--- src/rtl/rect_pkg.sv ---
// Shared definitions for the rectangle rasterizer: screen geometry defaults,
// coordinate widths, named colours and the request FSM state encoding.
package rect_pkg;

    localparam int SCREEN_W_DEF = 160;
    localparam int SCREEN_H_DEF = 120;
    localparam int X_W_DEF      = 8;
    localparam int Y_W_DEF      = 7;
    localparam int COLOUR_W_DEF = 3;

    localparam logic [COLOUR_W_DEF-1:0] BACKGROUND_COLOUR = 3'b111;
    localparam logic [COLOUR_W_DEF-1:0] WALL_COLOUR       = 3'b100;

    typedef enum logic [1:0] {
        ST_IDLE = 2'd0,
        ST_SCAN = 2'd1,
        ST_DONE = 2'd2
    } state_t;

endpackage

--- src/rtl/rect_scan_counter.sv ---
// Row-major 2-D offset counter for the rasterizer. xo/yo hold the offset of
// the pixel that will be loaded into the output registers at the next advance;
// last flags that this offset is the bottom-right corner (w-1, h-1).
module rect_scan_counter
    import rect_pkg::*;
#(
    parameter int X_W = X_W_DEF,
    parameter int Y_W = Y_W_DEF
) (
    input  logic           clk,
    input  logic           reset,
    input  logic           clear,
    input  logic           enable,
    input  logic [X_W-1:0] w,
    input  logic [Y_W-1:0] h,
    output logic [X_W-1:0] xo,
    output logic [Y_W-1:0] yo,
    output logic           last
);

    localparam logic [X_W-1:0] X_ONE = X_W'(1);
    localparam logic [Y_W-1:0] Y_ONE = Y_W'(1);

    logic [X_W-1:0] xo_q, xo_d;
    logic [Y_W-1:0] yo_q, yo_d;
    logic           row_end;

    assign row_end = (xo_q == w - X_ONE);
    assign last    = row_end && (yo_q == h - Y_ONE);
    assign xo      = xo_q;
    assign yo      = yo_q;

    // Next offset: wrap to the start of the next row at the right edge.
    always_comb begin
        xo_d = xo_q;
        yo_d = yo_q;
        if (clear) begin
            xo_d = '0;
            yo_d = '0;
        end else if (enable) begin
            if (row_end) begin
                xo_d = '0;
                yo_d = yo_q + Y_ONE;
            end else begin
                xo_d = xo_q + X_ONE;
            end
        end
    end

    // Offset registers.
    always_ff @(posedge clk or posedge reset) begin
        if (reset) begin
            xo_q <= '0;
            yo_q <= '0;
        end else begin
            xo_q <= xo_d;
            yo_q <= yo_d;
        end
    end

endmodule

--- src/rtl/rect_rasterizer.sv ---
// Rectangle drawing engine: accepts one origin/size/colour request, walks the
// area row-major at one pixel per clock towards the VGA adapter, clips pixels
// that fall off-screen (they still take their cycle), then pulses done.
module rect_rasterizer
    import rect_pkg::*;
#(
    parameter int SCREEN_W = SCREEN_W_DEF,
    parameter int SCREEN_H = SCREEN_H_DEF,
    parameter int X_W      = X_W_DEF,
    parameter int Y_W      = Y_W_DEF,
    parameter int COLOUR_W = COLOUR_W_DEF
) (
    input  logic                clk,
    input  logic                reset,
    input  logic                start,
    input  logic [X_W-1:0]      start_x,
    input  logic [Y_W-1:0]      start_y,
    input  logic [X_W-1:0]      width,
    input  logic [Y_W-1:0]      height,
    input  logic [COLOUR_W-1:0] colour,
    output logic                busy,
    output logic                done,
    output logic [X_W-1:0]      x_out,
    output logic [Y_W-1:0]      y_out,
    output logic [COLOUR_W-1:0] colour_out,
    output logic                plot
);

    localparam logic [X_W:0] X_LIM = (X_W+1)'(SCREEN_W);
    localparam logic [Y_W:0] Y_LIM = (Y_W+1)'(SCREEN_H);

    state_t              state_q;
    logic                busy_q, done_q, plot_q, final_q;
    logic [X_W-1:0]      x_q, sx_q, w_q;
    logic [Y_W-1:0]      y_q, sy_q, h_q;
    logic [COLOUR_W-1:0] col_q, c_q;

    logic                idle, scan;
    logic [X_W-1:0]      base_x, w_sel, xo;
    logic [Y_W-1:0]      base_y, h_sel, yo;
    logic [X_W:0]        px_sum;
    logic [Y_W:0]        py_sum;
    logic [X_W-1:0]      x_d;
    logic [Y_W-1:0]      y_d;
    logic                plot_d, cnt_clear, cnt_en, cnt_last;

    function automatic logic on_screen(input logic [X_W:0] px, input logic [Y_W:0] py);
        return (px < X_LIM) && (py < Y_LIM);
    endfunction

    assign busy       = busy_q;
    assign done       = done_q;
    assign plot       = plot_q;
    assign x_out      = x_q;
    assign y_out      = y_q;
    assign colour_out = col_q;

    // In IDLE the counter sits at (0,0) and the live request size drives its
    // first advance, so pixel 0 can be registered on the accepting edge.
    rect_scan_counter #(
        .X_W (X_W),
        .Y_W (Y_W)
    ) u_scan (
        .clk    (clk),
        .reset  (reset),
        .clear  (cnt_clear),
        .enable (cnt_en),
        .w      (w_sel),
        .h      (h_sel),
        .xo     (xo),
        .yo     (yo),
        .last   (cnt_last)
    );

    // Pixel address for the next output load, plus counter control.
    always_comb begin
        idle      = (state_q == ST_IDLE);
        scan      = (state_q == ST_SCAN);
        base_x    = idle ? start_x : sx_q;
        base_y    = idle ? start_y : sy_q;
        w_sel     = idle ? width   : w_q;
        h_sel     = idle ? height  : h_q;
        px_sum    = {1'b0, base_x} + {1'b0, xo};
        py_sum    = {1'b0, base_y} + {1'b0, yo};
        x_d       = px_sum[X_W-1:0];
        y_d       = py_sum[Y_W-1:0];
        plot_d    = on_screen(px_sum, py_sum);
        cnt_clear = (state_q == ST_DONE) || (idle && !start);
        cnt_en    = (idle && start) || (scan && !final_q);
    end

    // Request FSM with registered adapter outputs; final_q marks that the
    // pixel currently on the outputs is the last one of the rectangle.
    always_ff @(posedge clk or posedge reset) begin
        if (reset) begin
            state_q <= ST_IDLE;
            busy_q  <= 1'b0;
            done_q  <= 1'b0;
            plot_q  <= 1'b0;
            final_q <= 1'b0;
            x_q     <= '0;
            y_q     <= '0;
            col_q   <= '0;
            sx_q    <= '0;
            sy_q    <= '0;
            w_q     <= '0;
            h_q     <= '0;
            c_q     <= '0;
        end else begin
            case (state_q)
                ST_IDLE: begin
                    done_q <= 1'b0;
                    plot_q <= 1'b0;
                    if (start) begin
                        sx_q   <= start_x;
                        sy_q   <= start_y;
                        w_q    <= width;
                        h_q    <= height;
                        c_q    <= colour;
                        busy_q <= 1'b1;
                        if (width != '0 && height != '0) begin
                            state_q <= ST_SCAN;
                            x_q     <= x_d;
                            y_q     <= y_d;
                            col_q   <= colour;
                            plot_q  <= plot_d;
                            final_q <= cnt_last;
                        end else begin
                            state_q <= ST_DONE;
                            done_q  <= 1'b1;
                        end
                    end
                end
                ST_SCAN: begin
                    if (final_q) begin
                        state_q <= ST_DONE;
                        done_q  <= 1'b1;
                        plot_q  <= 1'b0;
                        final_q <= 1'b0;
                    end else begin
                        x_q     <= x_d;
                        y_q     <= y_d;
                        col_q   <= c_q;
                        plot_q  <= plot_d;
                        final_q <= cnt_last;
                    end
                end
                ST_DONE: begin
                    done_q  <= 1'b0;
                    busy_q  <= 1'b0;
                    state_q <= ST_IDLE;
                end
                default: begin
                    state_q <= ST_IDLE;
                    busy_q  <= 1'b0;
                    done_q  <= 1'b0;
                    plot_q  <= 1'b0;
                end
            endcase
        end
    end

endmodule

--- config.mk ---
export PLATFORM = sky130hd
export DESIGN_NAME = rect_rasterizer
export DESIGN_NICKNAME = d
export VERILOG_FILES = /design/src/rtl/rect_pkg.sv /design/src/rtl/rect_scan_counter.sv /design/src/rtl/rect_rasterizer.sv
export SDC_FILE = /design/constraint.sdc
export NUM_CORES = 1
export LEC_CHECK = 0
export ABC_AREA = 1
export CORE_ASPECT_RATIO = 1.5
export CORE_MARGIN = 8
export CORE_UTILIZATION = 25
export CTS_CLUSTER_SIZE = 20
export DETAILED_ROUTE_END_ITERATION = 16
export PLACE_DENSITY = 0.55
export SETUP_SLACK_MARGIN = 0.1
export SYNTH_ARGS = -nofsm -noshare
export SYNTH_HDL_FRONTEND = slang
export SYNTH_SLANG_ARGS = --single-unit
--- constraint.sdc ---
create_clock -name clk -period 2.63 [get_ports clk]
set_clock_uncertainty 0.2 [all_clocks]
set_input_delay 0.3945 -clock clk [delete_from_list [all_inputs] [get_ports clk]]
set_output_delay 0.3945 -clock clk [all_outputs]
set_load 0.05 [all_outputs]
Figure 1. Clock routing (run 1).
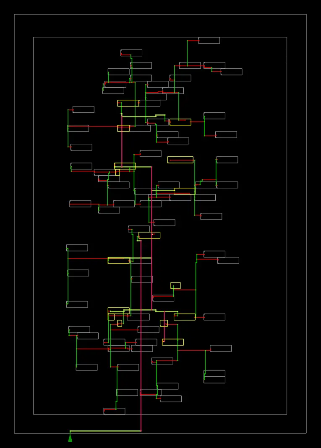
clock insertion delay at the later pin of the skew report: 0.34 ns
total clock network power: 1.28 mW
FF+latch count: 72
clock buffers created by TritonCTS: 9
number of clock sinks: 72

Figure 2. Routed clock nets over the placement (run 1).
Scale bar: 50 um.
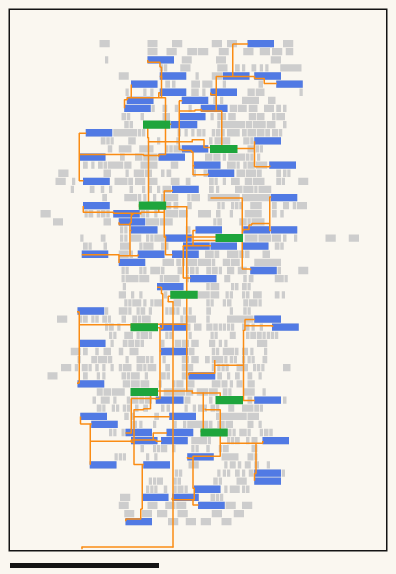
clock-net drivers: shown in green, count 9. flip-flops: shown in blue, count 72. clock wires: shown in orange, length 1180 um.
There are 10 routed clock nets.
clock network fraction of design power: 14.3%

==> datasheet_impl.txt, run 1 <==
Physical design parameters

Parameter                              Value

Floorplan
  Die area    22900 um2

Logic synthesis
  Syn Inst Count    624
  Average instance area after synthesis    7.30 um2
  Net count after synthesis    681
  Number of storage elements in the synthesis netlist    72
  Top post-synthesis cells by count    227 x sky130_fd_sc_hd__nand2_1, 72 x sky130_fd_sc_hd__dfrtp_1, 62 x sky130_fd_sc_hd__inv_1, 49 x sky130_fd_sc_hd__o21ai_0, 33 x sky130_fd_sc_hd__nand3_1
  Cell Area, Synth    around 4600 um2
  Cell count in the Yosys report    624
  Most common reg cell    sky130_fd_sc_hd__dfrtp_1
  Post-synth tally of flip-flops with integrated enable    0
  Largest cells by area after synthesis    sky130_fd_sc_hd__dfrtp_1 40%, sky130_fd_sc_hd__nand2_1 19%, sky130_fd_sc_hd__o21ai_0 5.4%
  Synthesis area per yosys    4550 um2

Critical path
  Reg-to-reg critical path startpoint    state_q[0]
  Number of buffers and inverters on the critical path    1
  Most frequent cell on the critical path    sky130_fd_sc_hd__nand2_1
  Data required time of the worst path    2.66 ns
  R2R setup slack    around 0.07 ns
  Register-to-Register Path Depth    12
  Critical Path Start Type    register
  Gate family responsible for the most delay along the worst path    simple AND/OR/NAND/NOR gates
  Highest cell delay on the worst timing path    about 0.43 ns

Timing
  Slew margin rel.    around 54%
  Smallest hold slack    0.274 ns
  Number of endpoints with negative hold slack in the final report    0

Job
  Number of warnings the tools reported    28
  Max-cap violations    0

Place
  Final weighted congestion in routability-driven placement    0.832
  Minimum setup slack after placement    -0.0589 ns
  Number of buffer cells added on primary ports    roughly 56

Cells and area
  Area added between synthesis and finish    39.9%
  Cell area after layout    6370 um2
  Most common logic cell in the routed design    sky130_fd_sc_hd__nand2_1
  Number of antenna diodes    0

CTS
  Clock transition at the registers of the reported paths    0.06 ns
  # resized after CTS    3
  Maximum number of buffers from clock root to sink    2

Drt
  Remaining antenna violation count after routing    0
  Uppermost signal routing layer after detailed routing    met4
  Count of TritonRoute iterations in the first routing pass    6

Power
  Pwr Density    about 1400 nW/um2

Worst hold path
  Number of cells on the worst hold path    2
  HP Class    reg -> reg
  Hold wc startpoint    c_q[2]

Run status
  Status    complete, no violations

Global route
  Pin count of the biggest net entering global routing    39
  Met3 routing resource usage after global routing    1.95%
Figure 3. Signal wires by layer (run 1).
Two of the layers only.
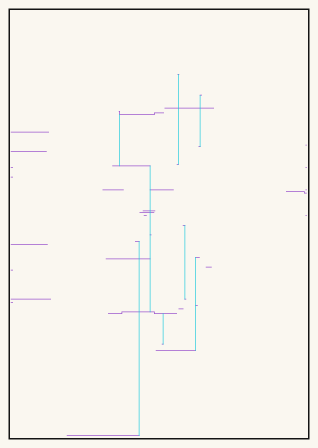
M3: shown in purple, wire length 271 um. M4: shown in cyan, wire length 309 um.
WL/cell: 13.7 um
GRT Util Overall: 11.3%
via count: 4237
total wire length: 13.1 mm

==> run 1: where the power goes <==
| part | switching, mW | total (mW) | internal [mW] |
|---|---|---|---|
| Combinational | 3.19 | 5.66 | 2.47 |
| Sequential | 0.379 | 2.00 | 1.62 |
| Clock | 0.512 | 1.28 | 0.766 |
| Total | 4.08 | 8.93 | 4.85 |
==> run 1: kinds of logic after synthesis <==
group	count (synthesis)	synth area share, %
AND/OR/NAND/NOR	329	30.9
AND-OR/OR-AND	85	9.92
flip-flops	72	39.6
buffers and inverters	89	8.16
adder cells (fa/ha/maj)	21	6.10
XOR/XNOR	28	5.39
==> run 1: final cells by class <==
type,instances,area [um2]
clock buffer,10,239
clock inverter,6,67.6
fill,1887,11500
inverter,71,273
multi-input combinational,463,2620
sequential,72,1800
tap,217,272
timing repair buffer,114,1100
==> run 2, diff against run 1 <==
--- a/config.mk
+++ b/config.mk
@@ -9,7 +9,6 @@
 export CORE_ASPECT_RATIO = 1.5
 export CORE_MARGIN = 8
 export CORE_UTILIZATION = 25
-export CTS_CLUSTER_SIZE = 20
 export DETAILED_ROUTE_END_ITERATION = 16
 export PLACE_DENSITY = 0.55
 export SETUP_SLACK_MARGIN = 0.1
Figure 4. Routed clock nets over the placement (run 2).
Scale bar: 50 um.
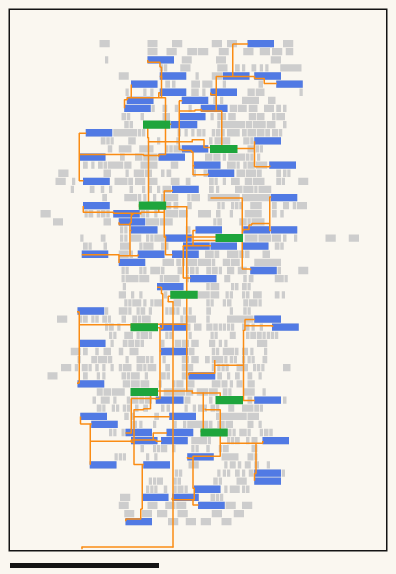
flip-flops: shown in blue, count 72. clock wires: shown in orange, length 1180 um. clock-net drivers: shown in green, count 9.
There are 10 routed clock nets.

==> run 2 against run 1 <==
  * Critical path type unchanged
  * Routed wire length unchanged
  * Critical path depth unchanged
  * Sequential power about the same
  * Maximum frequency unchanged
  * First-iteration DRC count unchanged
  * Die area unchanged
  * Count of clock-buffer cells in the layout unchanged
==> datasheet_impl.txt, run 2 <==
Physical design parameters

Parameter                              Value

Run status
  Status    complete, no violations

Logic synthesis
  Net count after synthesis    681 (unchanged)
  Portion of netlist area occupied by mux cells    0% (unchanged)
  Simple share    30.9% (unchanged)
  Average instance area after synthesis    7.30 um2 (unchanged)
  Most common reg cell    sky130_fd_sc_hd__dfrtp_1
  Adder share    6.10% (unchanged)
  Synthesis area per yosys    4550 um2 (unchanged)
  Post-synth tally of flip-flops with integrated enable    0 (unchanged)
  Cell Area, Synth    4550 um2 (unchanged)

Timing
  Number of endpoints with negative hold slack in the final report    0 (unchanged)

Critical path
  R2R setup slack    0.07 ns (about the same)
  Reg-to-reg critical path startpoint    state_q[0]
  Gate family responsible for the most delay along the worst path    simple AND/OR/NAND/NOR gates

Cells and area
  Cell area after layout    6370 um2 (unchanged)
  Most common logic cell in the routed design    sky130_fd_sc_hd__nand2_1
  Area added between synthesis and finish    39.9% (unchanged)
  Filler cell count    1887 (unchanged)

Drt
  Remaining antenna violation count after routing    0 (unchanged)
  WL/cell    13.7 um (unchanged)
  Total wire length    13.1 mm (unchanged)

Global route
  Met3 routing resource usage after global routing    1.95% (unchanged)

CTS
  Clock buffers created by TritonCTS    9 (unchanged)

Power
  Total clock network power    1.28 mW (about the same)
  Clock network fraction of design power    14.3% (about the same)
  Switch Pwr    4.08 mW (unchanged)
  Internal power summed over all cells    4.85 mW (unchanged)
  Share of total power consumed by net switching    45.7% (unchanged)
  Pwr Density    1400 nW/um2 (unchanged)
  Sequential group share of total power    22.3% (about the same)
  Part of the power in combinational logic    63.4% (about the same)

Job
  Max-cap violations    0 (unchanged)

Place
  Minimum setup slack after placement    -0.0589 ns (unchanged)
  Number of buffer cells added on primary ports    56 (unchanged)

Worst hold path
  Number of cells on the worst hold path    2 (unchanged)
Figure 5. Power grid (run 2).
Pins as bars on the die edge.
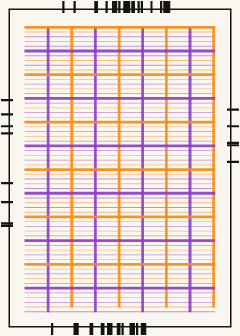
VSS: shown in purple. VDD: shown in orange.
57 signal pins sit on the boundary. The core has 60 rows. 61 met1 rails follow the rows. 8 straps on met4.
die extent in x: 126 um
worst vdd ir: 378 uV
placeable core region: 17900 um2

## run 2: repair_timing
item | 4_1_cts | 5_1_grt
endpoints found under the hold margin | 0 | 0
gates resized | 3 | 70
pin swaps | 0 | 41
gates cloned | 0 | 3
setup endpoints to repair | 16 | 21
buffers inserted | 1 | 16
## run 2: worst min-delay path by stage
stage	startpoint	endpoint
after floorplan	c_q[0]	c_q[0]
after global placement	c_q[2]	c_q[2]
after detailed placement	c_q[2]	c_q[2]
after CTS	c_q[2]	c_q[2]
after global routing	y_out[3]	y_out[3]
final	c_q[2]	c_q[2]
## run 2: layout make-up
type	count	area, um2	share of cell area, %
clock buffers	10	239	3.75
clock inverters	6	67.6	1.06
inverters	71	273	4.28
multi-input cells	463	2620	41.1
flip-flops and latches	72	1800	28.3
well taps	217	272	4.26
repair buffers	114	1100	17.2
No activity file was given, so power comes from the tool's default toggle rates.
